File: config.mk
export PLATFORM = sky130hd
export DESIGN_NAME = pw_usb_pkt_framer
export DESIGN_NICKNAME = d
export VERILOG_FILES = /design/src/rtl/pw_usb_pkt_framer.sv
export SDC_FILE = /design/constraint.sdc
export NUM_CORES = 1
export LEC_CHECK = 0
export CORE_MARGIN = 2
export CORE_UTILIZATION = 49
export DETAILED_ROUTE_END_ITERATION = 10
export PLACE_DENSITY_LB_ADDON = 0.12
export SYNTH_ARGS = -nofsm -noshare
export SYNTH_HDL_FRONTEND = slang
export SYNTH_SLANG_ARGS = --single-unit
File: constraint.sdc
create_clock -name fe_clk -period 2 [get_ports fe_clk]
set_input_delay 0.3 -clock fe_clk [delete_from_list [all_inputs] [get_ports fe_clk]]
set_output_delay 0.3 -clock fe_clk [all_outputs]
set_load 0.02 [all_outputs]
File: src/rtl/pw_usb_pkt_framer.sv
// pw_usb_pkt_framer: splits the sniffed USB receive stream into packets, checks PID/CRC/length, emits status.
// Define PW_PKT_FRAMER_SOF_FILTER_EN to drop SOF packet bytes while still reporting their status.
module pw_usb_pkt_framer #(
    parameter int pMAX_PAYLOAD = 1024,
    parameter int pLEN_WIDTH   = 11,
    parameter int pCOUNT_WIDTH = 16
) (
    input  logic                    fe_clk,
    input  logic                    reset_i,
    input  logic                    I_enable,
    input  logic [7:0]              I_sniff_data,
    input  logic                    I_sniff_wr,
    input  logic                    I_rxactive,
    input  logic                    I_rxerror,
    output logic [7:0]              O_data,
    output logic                    O_data_valid,
    output logic                    O_sop,
    output logic                    O_eop,
    output logic [3:0]              O_pid,
    output logic [pLEN_WIDTH-1:0]   O_pkt_len,
    output logic [4:0]              O_status,
    output logic                    O_status_valid,
    output logic [pCOUNT_WIDTH-1:0] O_pkt_count
);
    typedef enum logic [2:0] {WAIT_IDLE, IDLE, PID, BODY, CLOSE} state_t;
    localparam logic [1:0] CL_SPC = 2'd0, CL_TOK = 2'd1, CL_DAT = 2'd2, CL_HSK = 2'd3;
    localparam logic [pLEN_WIDTH-1:0] L1 = pLEN_WIDTH'(1);
    localparam logic [pLEN_WIDTH-1:0] L3 = pLEN_WIDTH'(3);
    localparam logic [pLEN_WIDTH-1:0] LMAX = pLEN_WIDTH'(pMAX_PAYLOAD + 3);
`ifdef PW_PKT_FRAMER_SOF_FILTER_EN
    localparam bit SOF_FILT = 1'b1;
`else
    localparam bit SOF_FILT = 1'b0;
`endif

    state_t                state;
    logic [1:0]            cls;
    logic [4:0]            crc5;
    logic [15:0]           crc16;
    logic [pLEN_WIDTH-1:0] cnt;
    logic                  pid_err, rx_err, sof, drop;
    logic                  len_err, crc_err, ovf;

    function automatic logic [4:0] crc5_step(input logic [4:0] c, input logic [7:0] b);
        logic [4:0] r;
        r = c;
        for (int i = 0; i < 8; i++) r = (r >> 1) ^ ((r[0] ^ b[i]) ? 5'h14 : 5'h00);
        return r;
    endfunction

    function automatic logic [15:0] crc16_step(input logic [15:0] c, input logic [7:0] b);
        logic [15:0] r;
        r = c;
        for (int i = 0; i < 8; i++) r = (r >> 1) ^ ((r[0] ^ b[i]) ? 16'hA001 : 16'h0000);
        return r;
    endfunction

    function automatic logic [1:0] pid_class(input logic [3:0] p);
        case (p)
            4'h1, 4'h9, 4'hD, 4'h5, 4'h4: return CL_TOK;
            4'h3, 4'hB, 4'h7, 4'hF:       return CL_DAT;
            4'h2, 4'hA, 4'hE, 4'h6:       return CL_HSK;
            default:                      return CL_SPC;
        endcase
    endfunction

    // An empty packet (no PID byte) is always a length error.
    always_comb begin
        ovf = cnt > LMAX;
        len_err = (cnt == '0) | (cls == CL_TOK ? cnt != L3 :
                                 cls == CL_HSK ? cnt != L1 :
                                 cls == CL_DAT ? (cnt < L3 || cnt > LMAX) : 1'b0);
        crc_err = ~len_err & (cls == CL_TOK ? crc5 != 5'h06 :
                              cls == CL_DAT ? crc16 != 16'hB001 : 1'b0);
    end

    assign drop = SOF_FILT && I_sniff_data[3:0] == 4'h5;

    always_ff @(posedge fe_clk) begin
        if (!reset_i) begin
            state          <= WAIT_IDLE;
            cls            <= CL_SPC;
            crc5           <= '0;
            crc16          <= '0;
            cnt            <= '0;
            pid_err        <= 1'b0;
            rx_err         <= 1'b0;
            sof            <= 1'b0;
            O_data         <= '0;
            O_data_valid   <= 1'b0;
            O_sop          <= 1'b0;
            O_eop          <= 1'b0;
            O_pid          <= '0;
            O_pkt_len      <= '0;
            O_status       <= '0;
            O_status_valid <= 1'b0;
            O_pkt_count    <= '0;
        end else begin
            O_data_valid   <= 1'b0;
            O_sop          <= 1'b0;
            O_eop          <= 1'b0;
            O_status_valid <= 1'b0;
            if (!I_enable) state <= WAIT_IDLE;
            else case (state)
                WAIT_IDLE: if (!I_rxactive) state <= IDLE;
                IDLE: if (I_rxactive) begin
                    state   <= PID;
                    cnt     <= '0;
                    crc5    <= 5'h1F;
                    crc16   <= 16'hFFFF;
                    cls     <= CL_SPC;
                    pid_err <= 1'b0;
                    rx_err  <= 1'b0;
                    sof     <= 1'b0;
                end
                PID: begin
                    rx_err <= rx_err | I_rxerror;
                    if (I_sniff_wr) begin
                        O_pid   <= I_sniff_data[3:0];
                        pid_err <= I_sniff_data[7:4] != ~I_sniff_data[3:0];
                        cls     <= pid_class(I_sniff_data[3:0]);
                        cnt     <= L1;
                        sof     <= drop;
                        if (!drop) begin
                            O_data       <= I_sniff_data;
                            O_data_valid <= 1'b1;
                            O_sop        <= 1'b1;
                        end
                        state <= I_rxactive ? BODY : CLOSE;
                    end else if (!I_rxactive) state <= CLOSE;
                end
                BODY: begin
                    rx_err <= rx_err | I_rxerror;
                    if (I_sniff_wr) begin
                        cnt   <= cnt + pLEN_WIDTH'(~&cnt);
                        crc5  <= crc5_step(crc5, I_sniff_data);
                        crc16 <= crc16_step(crc16, I_sniff_data);
                        if (!sof) begin
                            O_data       <= I_sniff_data;
                            O_data_valid <= 1'b1;
                        end
                    end
                    if (!I_rxactive) state <= CLOSE;
                end
                CLOSE: begin
                    O_eop          <= 1'b1;
                    O_status_valid <= 1'b1;
                    O_status       <= {rx_err, ovf, len_err, crc_err, pid_err};
                    O_pkt_len      <= cnt;
                    O_pkt_count    <= O_pkt_count + 1'b1;
                    state          <= IDLE;
                end
                default: state <= WAIT_IDLE;
            endcase
        end
    end
endmodule

==> images/registers.png <==
(4 px per um) Other sequential cells in the stronger grey, the rest of the logic in the fainter grey.
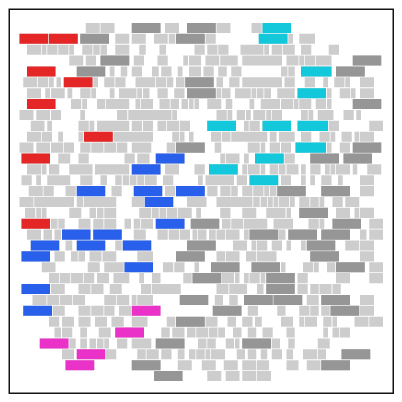
| netlist name | colour | flops |
|---|---|---|
| crc16 | blue | 16 |
| cnt | cyan | 11 |
| O_data | red | 8 |
| crc5 | magenta | 5 |
Seq group: 1730 uW
Finished Core Util: 67.68%
Register Area: 1725 um2

==> images/final_clocks.png <==
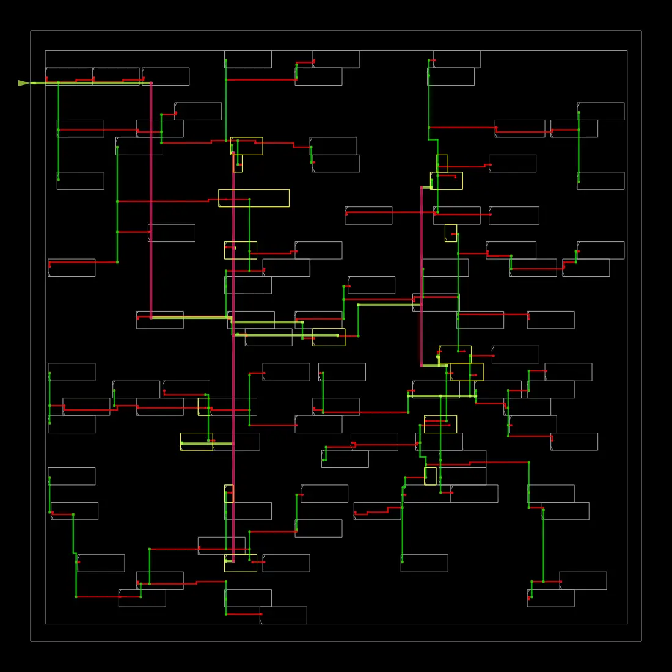
CTS buffer count: 9
Insertion Delay late pin: 0.35 ns

==> images/density.png <==
(4 px per um) 10 x 10 tiles, from white (low) to dark blue (high), 0 to 100% covered.
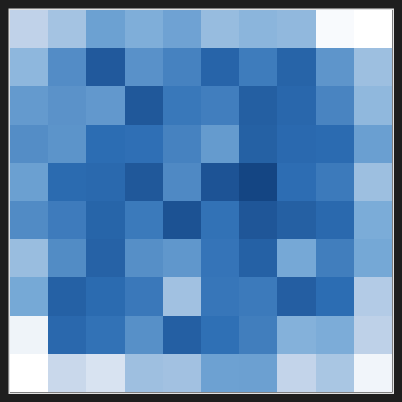
tiles over 75% full: 29%
fullest tile: 92%
densest ninth of the die: centre
initial core utilization: 50.29%
CORE AREA: 8175 um2

==> images/met4.png <==
(6 px per um) Supply wires on this layer in grey. Cells faint in the background.
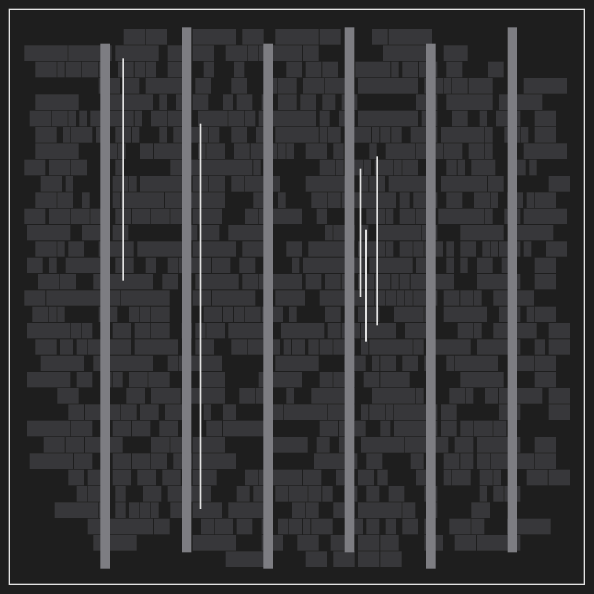
nets with wire on the layer: 4
wire length on this layer: 168 um
longest straight run: 63.9 um
via count: 3546
drt total wl: 9.942 mm

==> images/metal_stack.png <==
(4 px per um)
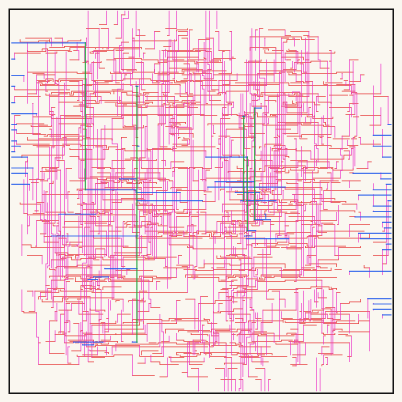
| layer | colour | wire length |
|---|---|---|
| met4 | green | 168 um |
| met3 | blue | 335 um |
| met1 | red | 4510 um |
| met2 | magenta | 4930 um |
GR Util All Layers: 22.57%
DR WL/cell: 14.79 um

[synth_stat cells, types with 3 or more instances]
library cell and instances:
dfxtp_1 86, nand2_1 70, xnor2_1 39, a21boi_0 34, o21ai_0 26, clkbuf_1 23, nor2_1 18, and2_1 17
nand3_1 15, xor2_1 15, a21oi_1 14, nand3b_1 7, nand4_1 7, buf_2 5, nor4_1 5, o211a_1 5
and3_1 4, ha_1 4, nand2b_1 4, nor2b_1 4, nor4b_1 4, o221a_2 4, nor3_1 3, or3_1 3
or4_1 3
[cells by family after synthesis]
family | Yosys count | synth area share [%]
compound gates | 97 | 16.49
xor+xnor | 62 | 15.70
fa+ha+maj | 4 | 1.217
buf+inv | 33 | 3.469
flops | 86 | 41.87
mux | 2 | 0.4869
simple gates | 169 | 20.75
[worst reg2reg max path, stage by stage, from the launching register on]
cell and delay (ns):
dfxtp_2 0.32, and3_4 0.17, and4_4 0.20, nand2_4 0.07, ha_4 0.15, ha_4 0.13
inv_2 0.04, a2111oi_4 0.45, nand3_1 0.16, xor2_1 0.17, nor2_1 0.10
[per-layer routing]
metal	global-route usage [%]	wire length [um]
met3	3.004	335
met5	0	0
met4	8.333	167
met1	29.24	4513
met2	38.29	4925
[worst max-delay path by stage]
stage          cells after the start            start        to  slack (ns)
2_1_floorplan                     10           cnt[7]    cnt[8]        0.02
3_3_place_gp                       6  I_sniff_data[0]  crc16[0]       -0.31
3_5_place_dp                       6  I_sniff_data[0]  crc16[0]       -0.31
4_1_cts                           10           cnt[7]    cnt[8]       -0.03
5_1_grt                           10           cnt[7]    cnt[8]       -0.11
6_report                          10           cnt[7]    cnt[8]       -0.02
[flip-flops by register name, summed over array words and instances (netlist names)]
signal          cells
O_data              8
O_pkt_len          11
cnt                11
O_pid               4
O_sop               1
O_pkt_count        16
O_status_valid      1
crc16              16
O_status            5
state               3
cls                 2
crc5                5
O_data_valid        1
rx_err              1
pid_err             1
[power by group through the flow]
stage	registers, uW	logic, uW	clock network, uW
floorplan	1770	243	0
global placement	1770	366	0
detailed placement	1770	370	0
CTS	1730	372	1200
global route	1740	400	1280
finish	1730	372	1180
[layout make-up]
cell class	instances	area (um2)
Fill cell	675	2643
Multi-Input combinational cell	334	2342
Sequential cell	86	1725
Timing Repair Buffer	129	1145
Clock buffer	11	131.4
Tap cell	105	131.4
Clock inverter	5	50.05
Inverter	2	7.507
[what timing repair did]
action                                  in CTS  in global routing
endpoints found under the setup margin       5                  7
resized                                      7                 12
buffers inserted                             1                  4
pin swaps                                    3                 14
[through the flow]
step                      worst slack [ns]  util, %  hold slack [ns]  instances  setup TNS (ns)
after floorplan                    0.02155        -           0.3793        453               0
after global placement             -0.3127    63.90           0.4525        651          -1.065
after detailed placement           -0.3147    63.90           0.4559        651          -1.531
after CTS                         -0.03393    66.56           0.3427        668        -0.03393
after global routing               -0.1126    67.68           0.3660        672         -0.3663
final                             -0.02359    67.68           0.3481        672        -0.02359
==> out/metrics.cfg <==
[run_status]
outcome=complete, but fails checks
violations=setup timing

[timing]
post-route-period-util_pct=101.2
hold_violations=0
finalWorstSetupSlack_ns=-0.02359
maxSlewHeadroom_pct=71.47
rsz0062_at_grt=yes
timing.final.setup_violations=1
timing.fmax_mhz=494.2
tightest_slew_ns=0.4225
clock_skew_ns=0.008312

[place]
place_area_um2=5224
gp_congestion=0.8950
dp_hpwl_mm=7.316

[clock_network]
cts_tree=built
ctsLongestPathBuffers=2
cts_hold_buffers=0
cts.sinks=86
htree_levels=3
cts_root_buf=clkbuf_8

[grt]
antenna_found_initial=0
overflow=0
grt_max_degree=31
grt_pass1_wl_mm=16.04

[detailed_routing]
first_iter_violations=115
drcViolationCount=0
drt-pass1-iter-count=4
vias_per_cell=5.277

[layout]
areaGrowthSynthToFinish_pct=34.57
final_layout_top_logic_cell=dfxtp_1
mostFrequentLayoutCells=83 x dfxtp_1, 69 x nand2_1, 65 x buf_4
layout-drive-gt1-share_pct=19.58
n_antenna_cell=0
nets=580

[flow_run]
warnings=28
maxCapViolations=0

[synth]
top_area_cell=dfxtp_1
ys_cells=453
syn_nets=471
yosysUniqueCellTypes=51
synthArstFlopShare_pct=0
edf_count=0
ff_type=dfxtp_1
synth_area_um2=4111
synthCells=453

[die]
ioPinCount=62
die_w_um=95.60
die_h_um=95.60
rows=33
chipArea_um2=9139

[setup_path]
critPathMaxFanout=4
criticalPathCategory=flop to flop
worstSetupEndpointType=flop
cp.required_ns=2.29
critPathSlowestCell=a2111oi_4
crit_chain=and3_4 > and4_4 > nand2_4 > ha_4 > ha_4 > inv_2 > a2111oi_4 > nand3_1 > xor2_1 > nor2_1
rr_endpoint=cnt[8]
rr_worst_depth=10
critPathTopFamily=simple AND/OR/NAND/NOR gates
reg2reg_slack_ns=-0.02

[power]
p_leak_uw=0.002091
power.clock.fraction_pct=35.9
p_sw_share_pct=23.86
p_sw_uw=784.4
internal_power_uw=2503
p_total_uw=3287

[min_path]
hold-path-endpoint=crc16[1]
hold_path.startpoint=reset_i

No activity file was given, so power comes from the tool's default toggle rates.
